## src/rtl/mul_pkg.sv

```systemverilog
// Shared types and defaults for the iterative multiply sequencer.
package mul_pkg;

   typedef enum logic [1:0] {IDLE, RUN, DONE} mul_state_t;

   localparam int unsigned MUL_N_DEFAULT = 64;

endpackage

```

## src/rtl/adder.sv

```systemverilog
// Plain N-bit adder; carry out is dropped so sums wrap mod 2^N.
module adder #(
   parameter int unsigned N = 64
) (
   input  logic [N-1:0] a,
   input  logic [N-1:0] b,
   output logic [N-1:0] sum
);

   assign sum = a + b;

endmodule

```

## src/rtl/mul_datapath.sv

```systemverilog
// Shift-add datapath: accumulator, shifting multiplicand and multiplier registers.
module mul_datapath
   import mul_pkg::*;
#(
   parameter int unsigned N = MUL_N_DEFAULT
) (
   input  logic         clk,
   input  logic         reset,
   input  logic         clear,
   input  logic         load,
   input  logic         step,
   input  logic [N-1:0] multiplicand,
   input  logic [N-1:0] multiplier,
   output logic [N-1:0] acc_next,
   output logic         b_next_zero
);

   logic [N-1:0] acc_q;
   logic [N-1:0] a_q;
   logic [N-1:0] b_q;
   logic [N-1:0] addend;
   logic [N-1:0] acc_sum;

   // Add the shifted multiplicand only when the current multiplier bit is set.
   always_comb begin
      addend = b_q[0] ? a_q : '0;
   end

   adder #(
      .N (N)
   ) u_adder (
      .a   (acc_q),
      .b   (addend),
      .sum (acc_sum)
   );

   // Value the accumulator takes on a step edge; the sequencer captures it as the product.
   always_comb begin
      acc_next    = acc_sum;
      b_next_zero = ((b_q >> 1) == '0);
   end

   // Operand and accumulator registers: clear beats load beats step.
   always_ff @(posedge clk or negedge reset) begin
      if (!reset) begin
         acc_q <= '0;
         a_q   <= '0;
         b_q   <= '0;
      end else if (clear) begin
         acc_q <= '0;
         a_q   <= '0;
         b_q   <= '0;
      end else if (load) begin
         acc_q <= '0;
         a_q   <= multiplicand;
         b_q   <= multiplier;
      end else if (step) begin
         acc_q <= acc_sum;
         a_q   <= a_q << 1;
         b_q   <= b_q >> 1;
      end
   end

endmodule

```

## src/rtl/mul_sequencer.sv

```systemverilog
// Multi-cycle MUL controller: stalls the pipeline while a shift-add multiply runs,
// then pulses done_E for one cycle with the registered low N bits of the product.
module mul_sequencer
   import mul_pkg::*;
#(
   parameter int unsigned N          = MUL_N_DEFAULT,
   parameter int unsigned EARLY_EXIT = 1,
   parameter int unsigned CW         = $clog2(N)
) (
   input  logic         clk,
   input  logic         reset,
   input  logic         start_E,
   input  logic         flush_E,
   input  logic [N-1:0] multiplicand_E,
   input  logic [N-1:0] multiplier_E,
   output logic         stall_E,
   output logic         busy_E,
   output logic         done_E,
   output logic [N-1:0] product_E
);

   mul_state_t      state_q;
   mul_state_t      state_d;
   logic [CW-1:0]   count_q;
   logic            dp_load;
   logic            dp_step;
   logic            dp_clear;
   logic [N-1:0]    acc_next;
   logic            b_next_zero;
   logic            last_step;

   mul_datapath #(
      .N (N)
   ) u_datapath (
      .clk          (clk),
      .reset        (reset),
      .clear        (dp_clear),
      .load         (dp_load),
      .step         (dp_step),
      .multiplicand (multiplicand_E),
      .multiplier   (multiplier_E),
      .acc_next     (acc_next),
      .b_next_zero  (b_next_zero)
   );

   // Last RUN cycle: all N bits consumed, or no set multiplier bits remain.
   always_comb begin
      last_step = (count_q == CW'(N - 1)) || ((EARLY_EXIT != 0) && b_next_zero);
   end

   // State register.
   always_ff @(posedge clk or negedge reset) begin
      if (!reset) begin
         state_q <= IDLE;
      end else begin
         state_q <= state_d;
      end
   end

   // Next-state logic; flush kills whatever is in flight.
   always_comb begin
      state_d = state_q;
      if (flush_E) begin
         state_d = IDLE;
      end else begin
         unique case (state_q)
            IDLE:    if (start_E) state_d = RUN;
            RUN:     if (last_step) state_d = DONE;
            DONE:    state_d = IDLE;
            default: state_d = IDLE;
         endcase
      end
   end

   // Outputs and datapath controls; DONE does not stall so the MUL retires there.
   always_comb begin
      dp_load  = (state_q == IDLE) && start_E && !flush_E;
      dp_step  = (state_q == RUN) && !flush_E;
      dp_clear = flush_E;
      stall_E  = dp_load || dp_step;
      busy_E   = (state_q == RUN);
      done_E   = (state_q == DONE) && !flush_E;
   end

   // Iteration counter and product capture on the final step.
   always_ff @(posedge clk or negedge reset) begin
      if (!reset) begin
         count_q   <= '0;
         product_E <= '0;
      end else if (dp_load) begin
         count_q <= '0;
      end else if (dp_step) begin
         count_q <= count_q + CW'(1);
         if (last_step) begin
            product_E <= acc_next;
         end
      end
   end

endmodule

```

## config.mk

```make
export PLATFORM = sky130hd
export DESIGN_NAME = mul_sequencer
export DESIGN_NICKNAME = d
export VERILOG_FILES = /design/src/rtl/mul_pkg.sv /design/src/rtl/adder.sv /design/src/rtl/mul_datapath.sv /design/src/rtl/mul_sequencer.sv
export SDC_FILE = /design/constraint.sdc
export NUM_CORES = 1
export LEC_CHECK = 0
export CORE_ASPECT_RATIO = 0.6
export CORE_MARGIN = 3
export CORE_UTILIZATION = 51
export CTS_CLUSTER_DIAMETER = 120
export DETAILED_ROUTE_END_ITERATION = 6
export PLACE_DENSITY = 0.78
export SLEW_MARGIN = 20
export SYNTH_ARGS = -nofsm -noshare
export SYNTH_HDL_FRONTEND = slang
export SYNTH_SLANG_ARGS = --single-unit
```

## constraint.sdc

```tcl
create_clock -name clk -period 3.1 [get_ports clk]
set_clock_uncertainty 0.1 [all_clocks]
set_input_delay 0.31 -clock clk [delete_from_list [all_inputs] [get_ports clk]]
set_output_delay 0.31 -clock clk [all_outputs]
set_load 0.01 [all_outputs]
```

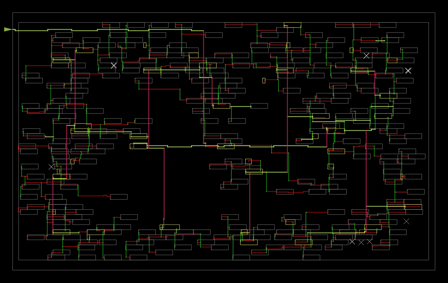
**Above:** the clock network.
Clock Power: 3.06 mW
clkbuf count: 37
clock insertion delay at the later pin of the skew report: 560 ps

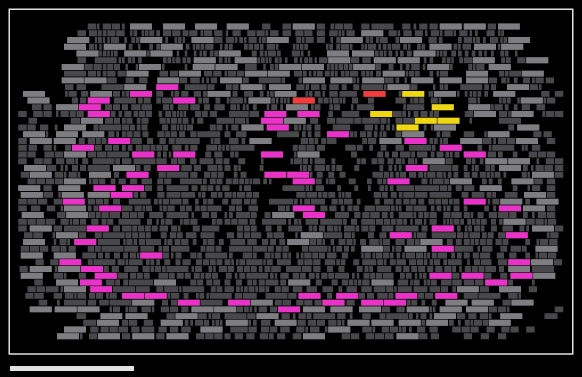
**Above:** register map, names as in the netlist.
The bar under the picture is 50 µm long.
u_datapath.acc_q -> magenta  # sequential cells 64
count_q -> yellow  # sequential cells 6
state_q -> red  # sequential cells 2
not colored = 192

==> run_summary.xml <==
<?xml version="1.0" encoding="UTF-8"?>
<metrics>
  <group name="clocking">
    <metric name="cts.sinks" unit="">264</metric>
    <metric name="tritoncts_clock_tree" unit="">built</metric>
    <metric name="clkSlewWorstSetupHoldPaths" unit="ps">70</metric>
    <metric name="cts.path.max_buffers" unit="">3</metric>
  </group>
  <group name="placement">
    <metric name="dp.cells" unit="">2300</metric>
    <metric name="place.port_buffers" unit="">198</metric>
    <metric name="place_ws" unit="ps">-502.7</metric>
    <metric name="dp_hpwl" unit="µm">34490</metric>
    <metric name="post_dp_cell_area" unit="mm²">0.01903</metric>
  </group>
  <group name="status">
    <metric name="violations" unit="">design-rule violations, negative setup slack</metric>
    <metric name="outcome" unit="">complete, but fails checks</metric>
  </group>
  <group name="timing">
    <metric name="tightestPinTransition" unit="ps">756.2</metric>
    <metric name="timing.setup.tns" unit="ps">-14520</metric>
    <metric name="maxSlewHeadroom" unit="%">49.59</metric>
    <metric name="fin_hold_ws" unit="ps">193.7</metric>
    <metric name="timing.final.crit_period" unit="ps">3461</metric>
    <metric name="setup-violations-final" unit="">81</metric>
    <metric name="report.final.slew_viol_count" unit="">0</metric>
    <metric name="timing.final.crit_share" unit="%">111.6</metric>
    <metric name="layout_setup_ws" unit="ps">-360.6</metric>
  </group>
  <group name="power_and_ir_drop">
    <metric name="vdd_ir_drop_max" unit="V">0.0003483</metric>
    <metric name="power_top_consumer" unit="">registers</metric>
    <metric name="power_sequential" unit="mW">3.85</metric>
    <metric name="pwr-share-seq" unit="%">47.3</metric>
    <metric name="powerDensity" unit="mW/mm²">387.4</metric>
    <metric name="sw_pwr" unit="mW">2.260</metric>
    <metric name="power.share.switching" unit="%">27.78</metric>
    <metric name="p_total" unit="mW">8.134</metric>
    <metric name="comb_power_share" unit="%">15.0</metric>
    <metric name="clock_power_share" unit="%">37.6</metric>
  </group>
  <group name="yosys">
    <metric name="yosysTopAreaCellShare" unit="%">44.21</metric>
    <metric name="async_flop_share" unit="%">100.0</metric>
    <metric name="yosys-stat-area" unit="mm²">0.01494</metric>
    <metric name="postSynthRegisterBits" unit="">264</metric>
    <metric name="compound_area_share" unit="%">23.16</metric>
    <metric name="synth_warnings" unit="">0</metric>
    <metric name="yosysTopAreaCell" unit="">sky130_fd_sc_hd__dfrtp_1</metric>
    <metric name="yosys_most_used_dff" unit="">sky130_fd_sc_hd__dfrtp_1</metric>
    <metric name="ys_cells" unit="">1603</metric>
    <metric name="xor_xnor_share" unit="%">3.400</metric>
    <metric name="syn-num-nets" unit="">1800</metric>
    <metric name="synth.top_cells.by_count" unit="">264 x sky130_fd_sc_hd__dfrtp_1, 154 x sky130_fd_sc_hd__nand2_1, 138 x sky130_fd_sc_hd__a21oi_1</metric>
    <metric name="topCombFamilyByArea" unit="">AND-OR/OR-AND gates</metric>
    <metric name="avgSynthCellArea" unit="µm²">9.321</metric>
    <metric name="largest_cells_by_area" unit="">sky130_fd_sc_hd__dfrtp_1 44%, sky130_fd_sc_hd__ha_1 5.4%, sky130_fd_sc_hd__a222oi_1 4.9%</metric>
  </group>
  <group name="floorplanning">
    <metric name="chipWidth" unit="µm">227.0</metric>
    <metric name="die_area" unit="mm²">0.03146</metric>
    <metric name="core.rowCount" unit="">47</metric>
    <metric name="ioPinCount" unit="">199</metric>
    <metric name="core_area" unit="mm²">0.02817</metric>
  </group>
  <group name="final_layout">
    <metric name="syn_to_final_growth" unit="%">40.53</metric>
    <metric name="instances_no_fill" unit="">2365</metric>
    <metric name="area.combinational" unit="mm²">0.008697</metric>
    <metric name="insertedDiodeCount" unit="">0</metric>
    <metric name="nets" unit="">2179</metric>
    <metric name="ff_latch_area" unit="mm²">0.006608</metric>
    <metric name="postLayoutCellArea" unit="mm²">0.02100</metric>
    <metric name="drive_gt1_share" unit="%">25.03</metric>
    <metric name="fill_cell_total_of_the_finished_layout" unit="">1970</metric>
  </group>
  <group name="setup_path">
    <metric name="reg2reg_to" unit="">product_E[57]$_DFFE_PN0P_</metric>
    <metric name="crit_path_start" unit="">u_datapath.b_q[0]$_DFFE_PN0P_</metric>
    <metric name="setup.worst_path.start_class" unit="">flop</metric>
    <metric name="timing.critical_path.slowest_cell_delay" unit="ps">440</metric>
    <metric name="timing_worst_setup_path_type" unit="">flop to flop</metric>
    <metric name="crit_family" unit="">AND-OR/OR-AND gates</metric>
    <metric name="critical_path_s_most_frequent_cell" unit="">sky130_fd_sc_hd__a21o_1</metric>
    <metric name="crit_path_cell_trace" unit="">buf_12 &gt; buf_6 &gt; and2_4 &gt; ha_4 &gt; a21o_1 &gt; a31o_1 &gt; a21o_1 &gt; a211o_1 &gt; a22o_4 &gt; o2111ai_4 &gt; a211oi_4 &gt; o21a_1 &gt; o31ai_2</metric>
    <metric name="worstSetupEndpoint" unit="">product_E[57]$_DFFE_PN0P_</metric>
    <metric name="crit_path_top_delay_cell" unit="">sky130_fd_sc_hd__dfrtp_2</metric>
    <metric name="critical_path_arrival" unit="ps">3820</metric>
  </group>
  <group name="global_routing">
    <metric name="grt_max_degree" unit="">136</metric>
    <metric name="first_global_vias" unit="">13990</metric>
    <metric name="grt_first_pass_wirelength" unit="µm">77730</metric>
    <metric name="antenna_found_initial" unit="">0</metric>
    <metric name="grtUsageTotal" unit="%">30.48</metric>
    <metric name="overflow" unit="">0</metric>
  </group>
  <group name="route">
    <metric name="drc_errors" unit="">20</metric>
    <metric name="route.detailed.wl_per_inst" unit="µm">21.35</metric>
    <metric name="dr_total_vias" unit="">14680</metric>
    <metric name="dr.pass1.iters" unit="">7</metric>
    <metric name="violation_count_after_the_first_detailed_route_iteration" unit="">1865</metric>
    <metric name="drtAntennaViolNets" unit="">0</metric>
    <metric name="viasPerCell" unit="">6.206</metric>
  </group>
  <group name="hold_path">
    <metric name="min_path_type" unit="">primary input to flop</metric>
    <metric name="hold_depth" unit="">3</metric>
    <metric name="hold_end" unit="">u_datapath.b_q[50]$_DFFE_PN0P_</metric>
  </group>
  <group name="job">
    <metric name="drv.max_cap_violation_count" unit="">0</metric>
  </group>
</metrics>
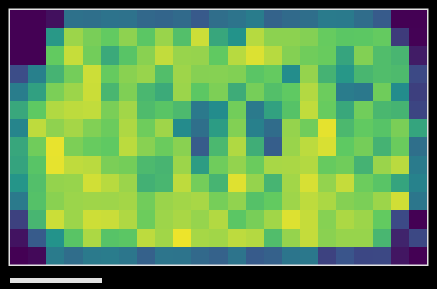
**Above:** local utilization.
The bar under the picture is 50 µm long. 23 x 14 tiles, from dark purple (low) to yellow (high), 0 to 100% covered.
fullest tile = 97%
tiles over 75% full = 52%
mean over tiles = 65%
nearly empty tiles = 3.7%
densest ninth of the die = left middle

==> timing repair <==
action / in CTS / in global routing
setup buffers: 8 / 12
hold buffers: 1 / 0
pin swaps: 37 / 26
hold endpoints to repair: 70 / 0
endpoints found under the setup margin: 85 / 96
resized: 99 / 83
cloned: 0 / 0
==> layout by cell type (no fill, tap or decap), types with 27 or more instances in the layout <==
| master | count |
|---|---|
| sky130_fd_sc_hd__a21o_1 | 34 |
| sky130_fd_sc_hd__a21oi_1 | 121 |
| sky130_fd_sc_hd__a222oi_1 | 73 |
| sky130_fd_sc_hd__a22o_1 | 45 |
| sky130_fd_sc_hd__and2_1 | 63 |
| sky130_fd_sc_hd__buf_4 | 238 |
| sky130_fd_sc_hd__clkbuf_16 | 27 |
| sky130_fd_sc_hd__clkdlybuf4s50_1 | 197 |
| sky130_fd_sc_hd__dfrtp_1 | 263 |
| sky130_fd_sc_hd__ha_1 | 42 |
| sky130_fd_sc_hd__inv_1 | 88 |
| sky130_fd_sc_hd__mux2_2 | 37 |
| sky130_fd_sc_hd__nand2_1 | 147 |
| sky130_fd_sc_hd__nand4_1 | 30 |
| sky130_fd_sc_hd__nor2_1 | 96 |
| sky130_fd_sc_hd__o21ai_0 | 83 |
==> layer usage <==
layer / global-route usage (%) / up-vias / routed length, µm
met4: 6.497 / 0 / 1102
li1: - / 6597 / -
met3: 5.923 / 83 / 4498
met2: 43.19 / 756 / 21660
met5: 0 / - / 0
met1: 48.22 / 7242 / 23240
==> layout make-up <==
class                   instances  area share (%)
clock buffers                  37           3.540
clock inverters                 7          0.2384
inverters                      91           1.627
multi-input cells            1141           41.42
flip-flops and latches        264           31.47
well taps                     367           2.187
repair buffers                458           19.52
No activity file was given, so power comes from the tool's default toggle rates.
